--- src/rtl/lat_cfg_ctrl_pkg.sv ---
// Shared definitions for the look-at-table configuration sequencer:
// state encodings, sync word, frame geometry and payload field offsets.
package lat_cfg_ctrl_pkg;

    localparam int unsigned W_ST       = 5;
    localparam int unsigned N_ST       = 5;
    localparam int unsigned SYNC_W     = 5;
    localparam int unsigned FRAME_BITS = 2 + N_ST * W_ST;   // 27
    localparam int unsigned CNT_W      = 5;
    localparam int unsigned HOLD_W     = 4;

    localparam logic [SYNC_W-1:0] SYNC_WORD = 5'b01010;

    // Payload bit offsets; out_sel is the first bit received, so it lands at the MSB.
    localparam int unsigned OFF_OUT_SEL = 26;
    localparam int unsigned OFF_CLK_SEL = 25;
    localparam int unsigned OFF_JUMP1   = 20;
    localparam int unsigned OFF_JUMP2   = 15;
    localparam int unsigned OFF_JUMP3   = 10;
    localparam int unsigned OFF_JUMP4   = 5;
    localparam int unsigned OFF_JUMP5   = 0;

    typedef enum logic [2:0] {
        HUNT = 3'd0,
        LOAD = 3'd1,
        PAR  = 3'd2,
        HOLD = 3'd3,
        ERR  = 3'd4
    } state_e;

    typedef struct packed {
        logic            out_sel;
        logic            clk_sel;
        logic [W_ST-1:0] jump1;
        logic [W_ST-1:0] jump2;
        logic [W_ST-1:0] jump3;
        logic [W_ST-1:0] jump4;
        logic [W_ST-1:0] jump5;
    } cfg_t;

    // Split a received payload into its configuration fields.
    function automatic cfg_t decode_frame(input logic [FRAME_BITS-1:0] p);
        cfg_t c;
        c.out_sel = p[OFF_OUT_SEL];
        c.clk_sel = p[OFF_CLK_SEL];
        c.jump1   = p[OFF_JUMP1 +: W_ST];
        c.jump2   = p[OFF_JUMP2 +: W_ST];
        c.jump3   = p[OFF_JUMP3 +: W_ST];
        c.jump4   = p[OFF_JUMP4 +: W_ST];
        c.jump5   = p[OFF_JUMP5 +: W_ST];
        return c;
    endfunction

endpackage

--- src/rtl/lat_cfg_shreg.sv ---
// Payload deserialiser: enabled MSB-first shift register with a running
// XOR parity accumulator and a synchronous clear.
module lat_cfg_shreg
    import lat_cfg_ctrl_pkg::*;
(
    input  logic                  clk,
    input  logic                  rst_n,
    input  logic                  clr,
    input  logic                  shift_en,
    input  logic                  din,
    output logic [FRAME_BITS-1:0] data,
    output logic                  parity
);

    logic [FRAME_BITS-1:0] data_q, data_d;
    logic                  par_q,  par_d;

    // Next-state: clear wins over shift; parity tracks every bit shifted in.
    always_comb begin
        // NOTE: every combinational output gets a default first so no path leaves it unassigned and infers a latch.
        data_d = data_q;
        par_d  = par_q;
        if (clr) begin
            data_d = '0;
            par_d  = 1'b0;
        end else if (shift_en) begin
            data_d = {data_q[FRAME_BITS-2:0], din};
            par_d  = par_q ^ din;
        end
    end

    // State register.
    always_ff @(posedge clk or negedge rst_n) begin
        // NOTE: flops use non-blocking assignments so every register samples pre-edge values.
        if (!rst_n) begin
            data_q <= '0;
            par_q  <= 1'b0;
        end else begin
            data_q <= data_d;
            par_q  <= par_d;
        end
    end

    assign data   = data_q;
    assign parity = par_q;

endmodule

--- src/rtl/lat_cfg_ctrl.sv ---
// Serial configuration sequencer: hunts the sync word, deserialises a
// parity-protected frame, commits shadow registers and freezes the FSM
// while the clock mux settles.
module lat_cfg_ctrl
    import lat_cfg_ctrl_pkg::*;
#(
    parameter int unsigned HOLD_CYC = 4
) (
    input  logic            clk_in,
    input  logic            reset,
    input  logic            ser_in,
    input  logic            ser_en,
    input  logic            abort,
    output logic [W_ST-1:0] jump1,
    output logic [W_ST-1:0] jump2,
    output logic [W_ST-1:0] jump3,
    output logic [W_ST-1:0] jump4,
    output logic [W_ST-1:0] jump5,
    output logic            clk_sel,
    output logic            out_sel,
    output logic            cfg_ok,
    output logic            cfg_err,
    output logic            fsm_hold,
    output logic            busy
);

    localparam logic [CNT_W-1:0]  LAST_BIT  = CNT_W'(FRAME_BITS - 1);
    localparam logic [HOLD_W-1:0] HOLD_INIT = HOLD_W'(HOLD_CYC - 1);

    state_e            state_q,    state_d;
    // Only the last four bits need storing: the fifth is the bit arriving now.
    logic [SYNC_W-2:0] sync_sr_q,  sync_sr_d;
    logic [CNT_W-1:0]  bit_cnt_q,  bit_cnt_d;
    logic [HOLD_W-1:0] hold_cnt_q, hold_cnt_d;
    cfg_t              cfg_q,      cfg_d;
    logic              cfg_ok_q,   cfg_ok_d;
    logic              cfg_err_q,  cfg_err_d;
    logic              fsm_hold_q, fsm_hold_d;

    logic [FRAME_BITS-1:0] payload;
    logic                  par_acc;
    logic                  sr_clr;
    logic                  sr_shift;

    // Payload is held clear while hunting and discarded on abort.
    assign sr_clr   = (state_q == HUNT) || abort;
    assign sr_shift = (state_q == LOAD) && ser_en && !abort;

    lat_cfg_shreg u_shreg (
        .clk      (clk_in),
        .rst_n    (reset),
        .clr      (sr_clr),
        .shift_en (sr_shift),
        .din      (ser_in),
        .data     (payload),
        .parity   (par_acc)
    );

    // Next-state and shadow-register update logic.
    always_comb begin
        state_d    = state_q;
        sync_sr_d  = sync_sr_q;
        bit_cnt_d  = bit_cnt_q;
        hold_cnt_d = hold_cnt_q;
        cfg_d      = cfg_q;
        cfg_ok_d   = cfg_ok_q;
        cfg_err_d  = 1'b0;
        fsm_hold_d = fsm_hold_q;

        unique case (state_q)
            HUNT: begin
                if (abort) begin
                    sync_sr_d = '0;
                end else if (ser_en) begin
                    if ({sync_sr_q, ser_in} == SYNC_WORD) begin
                        state_d   = LOAD;
                        bit_cnt_d = '0;
                        sync_sr_d = '0;
                    end else begin
                        sync_sr_d = {sync_sr_q[SYNC_W-3:0], ser_in};
                    end
                end
            end
            LOAD: begin
                if (abort) begin
                    state_d = HUNT;
                end else if (ser_en) begin
                    if (bit_cnt_q == LAST_BIT) begin
                        state_d = PAR;
                    end else begin
                        bit_cnt_d = bit_cnt_q + 1'b1;
                    end
                end
            end
            PAR: begin
                if (abort) begin
                    state_d = HUNT;
                end else if (ser_en) begin
                    if ((par_acc ^ ser_in) == 1'b0) begin
                        state_d    = HOLD;
                        cfg_d      = decode_frame(payload);
                        cfg_ok_d   = 1'b1;
                        fsm_hold_d = 1'b1;
                        hold_cnt_d = HOLD_INIT;
                    end else begin
                        state_d   = ERR;
                        cfg_err_d = 1'b1;
                    end
                end
            end
            HOLD: begin
                if (abort || (hold_cnt_q == '0)) begin
                    fsm_hold_d = 1'b0;
                    state_d    = HUNT;
                end else begin
                    hold_cnt_d = hold_cnt_q - 1'b1;
                end
            end
            ERR: begin
                state_d = HUNT;
            end
            default: begin
                state_d = HUNT;
            end
        endcase
    end

    // State, counter and shadow registers; reset clears committed config too.
    always_ff @(posedge clk_in or negedge reset) begin
        if (!reset) begin
            state_q    <= HUNT;
            sync_sr_q  <= '0;
            bit_cnt_q  <= '0;
            hold_cnt_q <= '0;
            cfg_q      <= '0;
            cfg_ok_q   <= 1'b0;
            cfg_err_q  <= 1'b0;
            fsm_hold_q <= 1'b0;
        end else begin
            state_q    <= state_d;
            sync_sr_q  <= sync_sr_d;
            bit_cnt_q  <= bit_cnt_d;
            hold_cnt_q <= hold_cnt_d;
            cfg_q      <= cfg_d;
            cfg_ok_q   <= cfg_ok_d;
            cfg_err_q  <= cfg_err_d;
            fsm_hold_q <= fsm_hold_d;
        end
    end

    assign jump1    = cfg_q.jump1;
    assign jump2    = cfg_q.jump2;
    assign jump3    = cfg_q.jump3;
    assign jump4    = cfg_q.jump4;
    assign jump5    = cfg_q.jump5;
    assign clk_sel  = cfg_q.clk_sel;
    assign out_sel  = cfg_q.out_sel;
    assign cfg_ok   = cfg_ok_q;
    assign cfg_err  = cfg_err_q;
    assign fsm_hold = fsm_hold_q;
    assign busy     = (state_q == LOAD) || (state_q == PAR) || (state_q == HOLD);

endmodule

--- config.mk ---
export PLATFORM = sky130hd
export DESIGN_NAME = lat_cfg_ctrl
export DESIGN_NICKNAME = d
export VERILOG_FILES = /design/src/rtl/lat_cfg_ctrl_pkg.sv /design/src/rtl/lat_cfg_shreg.sv /design/src/rtl/lat_cfg_ctrl.sv
export SDC_FILE = /design/constraint.sdc
export NUM_CORES = 1
export LEC_CHECK = 0
export ABC_AREA = 1
export CELL_PAD_IN_SITES_DETAIL_PLACEMENT = 1
export CELL_PAD_IN_SITES_GLOBAL_PLACEMENT = 1
export CORE_ASPECT_RATIO = 0.8
export CORE_MARGIN = 3
export CORE_UTILIZATION = 43
export CTS_CLUSTER_DIAMETER = 200
export DETAILED_ROUTE_END_ITERATION = 16
export PLACE_DENSITY = 0.88
export SLEW_MARGIN = 15
export SYNTH_ARGS = -nofsm -noshare
export SYNTH_HDL_FRONTEND = slang
export SYNTH_HIERARCHICAL = 1
export SYNTH_SLANG_ARGS = --single-unit
--- constraint.sdc ---
create_clock -name clk_in -period 1.84 [get_ports clk_in]
set_input_delay 0.184 -clock clk_in [delete_from_list [all_inputs] [get_ports clk_in]]
set_output_delay 0.184 -clock clk_in [all_outputs]
set_load 0.01 [all_outputs]
Fig. 1: run 1, sequential cells grouped by signal name
The bar under the picture is 20 um long. Other sequential cells in the stronger grey, the rest of the logic in the fainter grey.
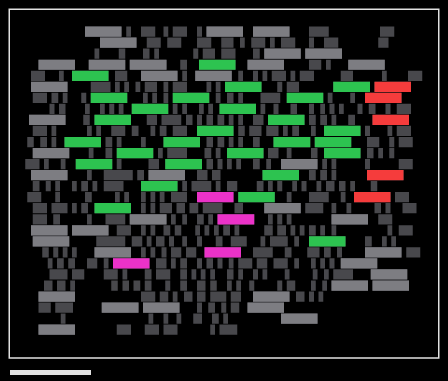
netlist name	colour	sequential cells
`sync_sr_q`	magenta	4
`u_shreg/data`	green	27
`jump2`	red	5
not coloured	38
final design utilization: 54.2%
area taken by flip-flops and latches: 1850 um^2
seq pwr: 1820 uW

Fig. 2: run 1, placed cells, one colour a class
The bar under the picture is 20 um long. Fill, decap, tap and diode cells in grey.
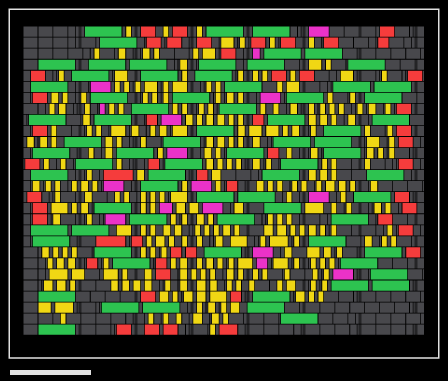
class	colour	cells	share of their area
clock drivers and dummy loads	magenta	16	4.8%
remaining logic cells	yellow	297	36%
registers	green	74	47%
remaining buffers and delay cells	red	50	12%
final std cell area, no fill: 4080 um^2
register fraction of the total cell area: 45.4%
area of the core: 7530 um^2
number of rows created at floorplan: 28

Fig. 3: run 1, selected gate families
The bar under the picture is 20 um long.
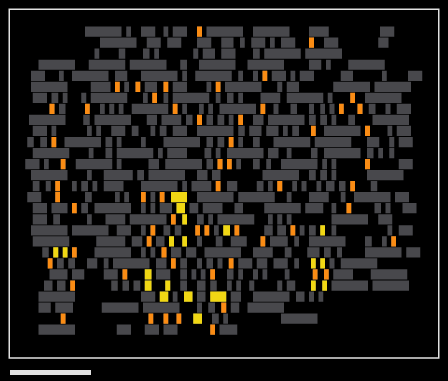
family	colour	cells
nor cells	yellow	20
inv cells	orange	59
Post-Layout Cell Count: 542
multi-input gate share of the layout cell area: 29.3%
most used logic cell in the final layout: sky130_fd_sc_hd__nand2_1

Fig. 4: run 1, routed metal, one colour a layer
The bar under the picture is 20 um long.
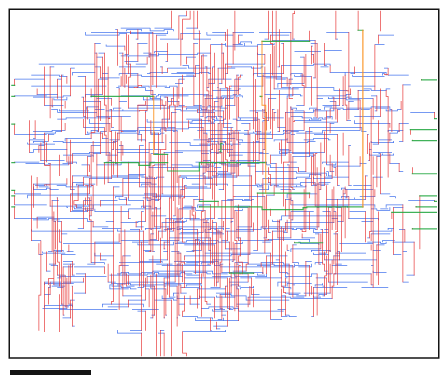
layer	colour	wire length
M2	red	4140 um
M3	green	203 um
M4	orange	96.1 um
M1	blue	3620 um
combined global-route utilization of all metal layers: 19.5%
wire length after detailed routing: 8.05 mm
DR WL/cell: 14.9 um
vias after detailed routing: 2684

==> flow_metrics.py, run 1 <==
# Flow results
metrics = {
    "flow_run": {
        "log.warning_count": 28,
        "timing.max_cap.violations": 0,
    },
    "critical_path": {
        "critPathMaxStageDelay_ps": 440,
        "critPathRequiredTime_ps": 2080,
        "rr_startpoint": "state_q[0]",
        "crit_start": "state_q[0]",
        "crit_buf_inv": 2,
        "cp-start-kind": "flip-flop",
    },
    "yosys": {
        "postSynthNetCount": 393,
        "yosys_cells": 384,
        "ys.flop_type": "sky130_fd_sc_hd__dfrtp_1",
        "yosysTopAreaCellShare_pct": 54.4,
        "post_synth_xor_area_fraction_pct": 0.772,
        "yosysTopAreaCell": "sky130_fd_sc_hd__dfrtp_1",
        "top_cell": "sky130_fd_sc_hd__nand2_1",
        "number_of_enable_flip_flop_cells": 0,
    },
    "routing": {
        "route.antenna.remaining_nets": 0,
        "drt_first_iter_violations": 130,
        "route.detailed.drc": 0,
        "wl_met3_um": 203,
    },
    "layout": {
        "layout-drive-gt1-share_pct": 13.7,
        "layout-area-overhead-vs-synth_pct": 20.0,
        "layout.cells.largest_class": "registers",
        "diodes": 0,
    },
    "cts": {
        "ctsHoldBuffers": 1,
        "root_buffer": "sky130_fd_sc_hd__clkbuf_8",
        "clock_sinks": 74,
    },
    "sta": {
        "report.final.setup_viol": 0,
        "tightest_slew_ps": 582,
        "worst_clock_skew_ps": 10.5,
    },
    "pwr": {
        "power.clock.total_uw": 1220,
        "share_clk_of_total_power_pct": 28.7,
        "leakagePower_uw": 0.00198,
    },
    "die": {
        "tap_cell_instance_count": 105,
        "boundaryPins": 36,
    },
    "global_route": {
        "met1_usage_pct": 24.0,
        "via_count_of_the_first_global_routing_pass": 2955,
    },
    "outcome": {
        "outcome": "finished clean",
    },
}
[run 1: worst min-delay path by stage]
stage | cells after the start | end | slack [ps]
6_report | 2 | jump3[3] | 380
5_1_grt | 2 | jump3[4] | 410
4_1_cts | 2 | jump1[4] | 390
3_5_place_dp | 1 | jump3[3] | 230
3_3_place_gp | 1 | jump3[3] | 230
2_1_floorplan | 0 | bit_cnt_q[0] | -110
[run 1: state kept, by name, summed over array words and instances (netlist names), 4 cells and up]
| name | cells |
|---|---|
| jump5 | 5 |
| u_shreg/data | 27 |
| sync_sr_q | 4 |
| jump2 | 5 |
| jump3 | 5 |
| hold_cnt_q | 4 |
| jump4 | 5 |
| bit_cnt_q | 5 |
| jump1 | 5 |
--- run 2 (diff from run 1) ---
--- a/config.mk
+++ b/config.mk
@@ -10,10 +10,10 @@
 export CELL_PAD_IN_SITES_GLOBAL_PLACEMENT = 1
 export CORE_ASPECT_RATIO = 0.8
 export CORE_MARGIN = 3
-export CORE_UTILIZATION = 43
+export CORE_UTILIZATION = 46
 export CTS_CLUSTER_DIAMETER = 200
 export DETAILED_ROUTE_END_ITERATION = 16
-export PLACE_DENSITY = 0.88
+export PLACE_DENSITY = 0.93
 export SLEW_MARGIN = 15
 export SYNTH_ARGS = -nofsm -noshare
 export SYNTH_HDL_FRONTEND = slang
==> constraint.sdc (replaced) <==
create_clock -name clk_in -period 2 [get_ports clk_in]
set_input_delay 0.2 -clock clk_in [delete_from_list [all_inputs] [get_ports clk_in]]
set_output_delay 0.2 -clock clk_in [all_outputs]
set_load 0.01 [all_outputs]
==> run 2 against run 1 <==
Against the previous run: worst setup slack worse by 53 ps; non-clock buffer count is 3 lower; global-route usage up 3.0 points; count of clock-buffer cells in the layout fell by 3; cell area is 1.3% lower; flip-flop count stayed put; critical path depth fell by 4; clock skew fell by 6.3 ps; first-iteration DRC count rose by 17%; synthesized area did not move.
==> flow_metrics.py, run 2 <==
# Flow results
metrics = {
    "sta": {
        "layout_setup_ws_ps": 156,
        "report.final.hold_viol_count": 0,
        "tightest_slew_ps": 414,
        "worst_clock_skew_ps": 4.24,
        "report.final.setup_viol": 0,
        "timing_max_transition_violations_final": 0,
    },
    "routing": {
        "route.detailed.drc": 0,
        "route.detailed.wl_per_inst_um": 16.8,
        "drt_first_iter_violations": 152,
        "num_vias": 2764,
        "routed_wl_mm": 8.75,
        "route.antenna.remaining_nets": 0,
        "wl_met3_um": 359,
    },
    "critical_path": {
        "setup_slack_of_the_most_critical_reg_to_reg_path_ps": 340,
        "critPathArrivalTime_ps": 1640,
        "rr_worst_depth": 6,
        "critPathRequiredTime_ps": 1800,
        "cp-start-kind": "flip-flop",
        "crit_buf_inv": 2,
        "critPathMaxStageDelay_ps": 570,
        "rr_startpoint": "state_q[1]",
        "worst_r2r_endpoint": "u_shreg/data[14]",
        "endpoint_kind": "output port",
    },
    "place": {
        "numPlacedInstances": 504,
    },
    "layout": {
        "largest_register_ffs": 27,
        "final_cell_area_um2": 4030,
        "final_layout_top_logic_cell": "sky130_fd_sc_hd__nand2_1",
        "diodes": 0,
        "layout-drive-gt1-share_pct": 13.2,
        "layout-area-overhead-vs-synth_pct": 18.4,
    },
    "yosys": {
        "yosysTopAreaCellShare_pct": 54.4,
        "ys.flop_type": "sky130_fd_sc_hd__dfrtp_1",
        "yosysTopAreaCell": "sky130_fd_sc_hd__dfrtp_1",
        "number_of_enable_flip_flop_cells": 0,
        "yosys_cells": 384,
        "yosysUniqueCellTypes": 27,
        "top_cell": "sky130_fd_sc_hd__nand2_1",
    },
    "pwr": {
        "share_clk_of_total_power_pct": 28.5,
        "dominant_power_group": "sequential cells",
        "power.clock.total_uw": 1120,
        "switch_share_pct": 36.0,
        "leakagePower_uw": 0.00195,
        "ir_drop_mv": 0.414,
    },
    "cts": {
        "insertion_delay_ps": 350,
        "root_buffer": "sky130_fd_sc_hd__clkbuf_8",
        "clock_sinks": 74,
    },
    "global_route": {
        "via_count_of_the_first_global_routing_pass": 3122,
        "met1_usage_pct": 27.7,
        "grt_use_total_pct": 22.5,
    },
    "outcome": {
        "outcome": "finished clean",
    },
    "die": {
        "design.core.area_um2": 7030,
        "dieArea_um2": 8470,
        "boundaryPins": 36,
        "rows": 27,
    },
    "flow_run": {
        "timing.max_cap.violations": 0,
        "log.warning_count": 28,
    },
    "hold_path": {
        "hold_path.class": "input pin to async pin",
    },
}
[run 2: cell counts after synthesis]
Identical to the previous run, type by type.
[run 2: kinds of logic after synthesis]
group                    after synthesis  synth area share [%]
flip-flops                            74                  54.4
AND/OR/NAND/NOR                      184                  24.7
buffers and inverters                 72                  10.5
XOR/XNOR                               3                 0.772
AND-OR/OR-AND                         47                  8.20
adder cells (fa/ha/maj)                4                  1.47
[run 2: cell type report]
type	instances	area, um^2	area share, %
sequential	74	1850	46.0
clock inverter	5	56.3	1.40
multi-input combinational	238	1200	29.7
tap	87	109	2.70
clock buffer	10	128	3.17
inverter	59	221	5.50
timing repair buffer	47	465	11.5
[run 2: what timing repair did]
action | CTS | global route
endpoints found under the setup margin | 0 | 1
hold buffers | 1 | 0
endpoints found under the hold margin | 27 | 0
gates resized | 0 | 1
Fig. 5: run 2, selected gate families
The bar under the picture is 20 um long.
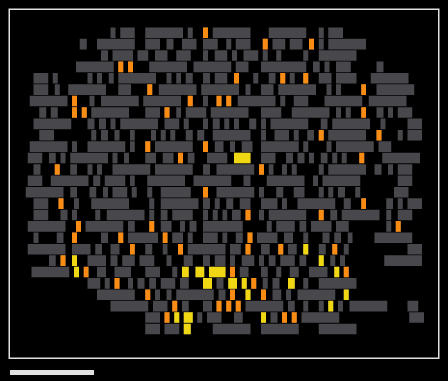
family	colour	cells	where
inv cells	orange	59	spread over the die
nor cells	yellow	20	south
multi-input gate share of the layout cell area: 29.7%
Post-Layout Cell Count: 520

Fig. 6: run 2, sequential cells grouped by signal name
The bar under the picture is 20 um long. Other sequential cells in the stronger grey, the rest of the logic in the fainter grey.
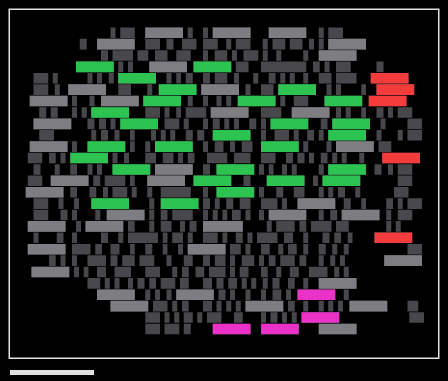
netlist name	colour	sequential cells
`sync_sr_q`	magenta	4
`jump2`	red	5
`u_shreg/data`	green	27
not coloured	38
register fraction of the total cell area: 46.0%
seq pwr: 1700 uW
final design utilization: 57.4%
area taken by flip-flops and latches: 1850 um^2

Power is estimated from default activity; no workload was simulated.
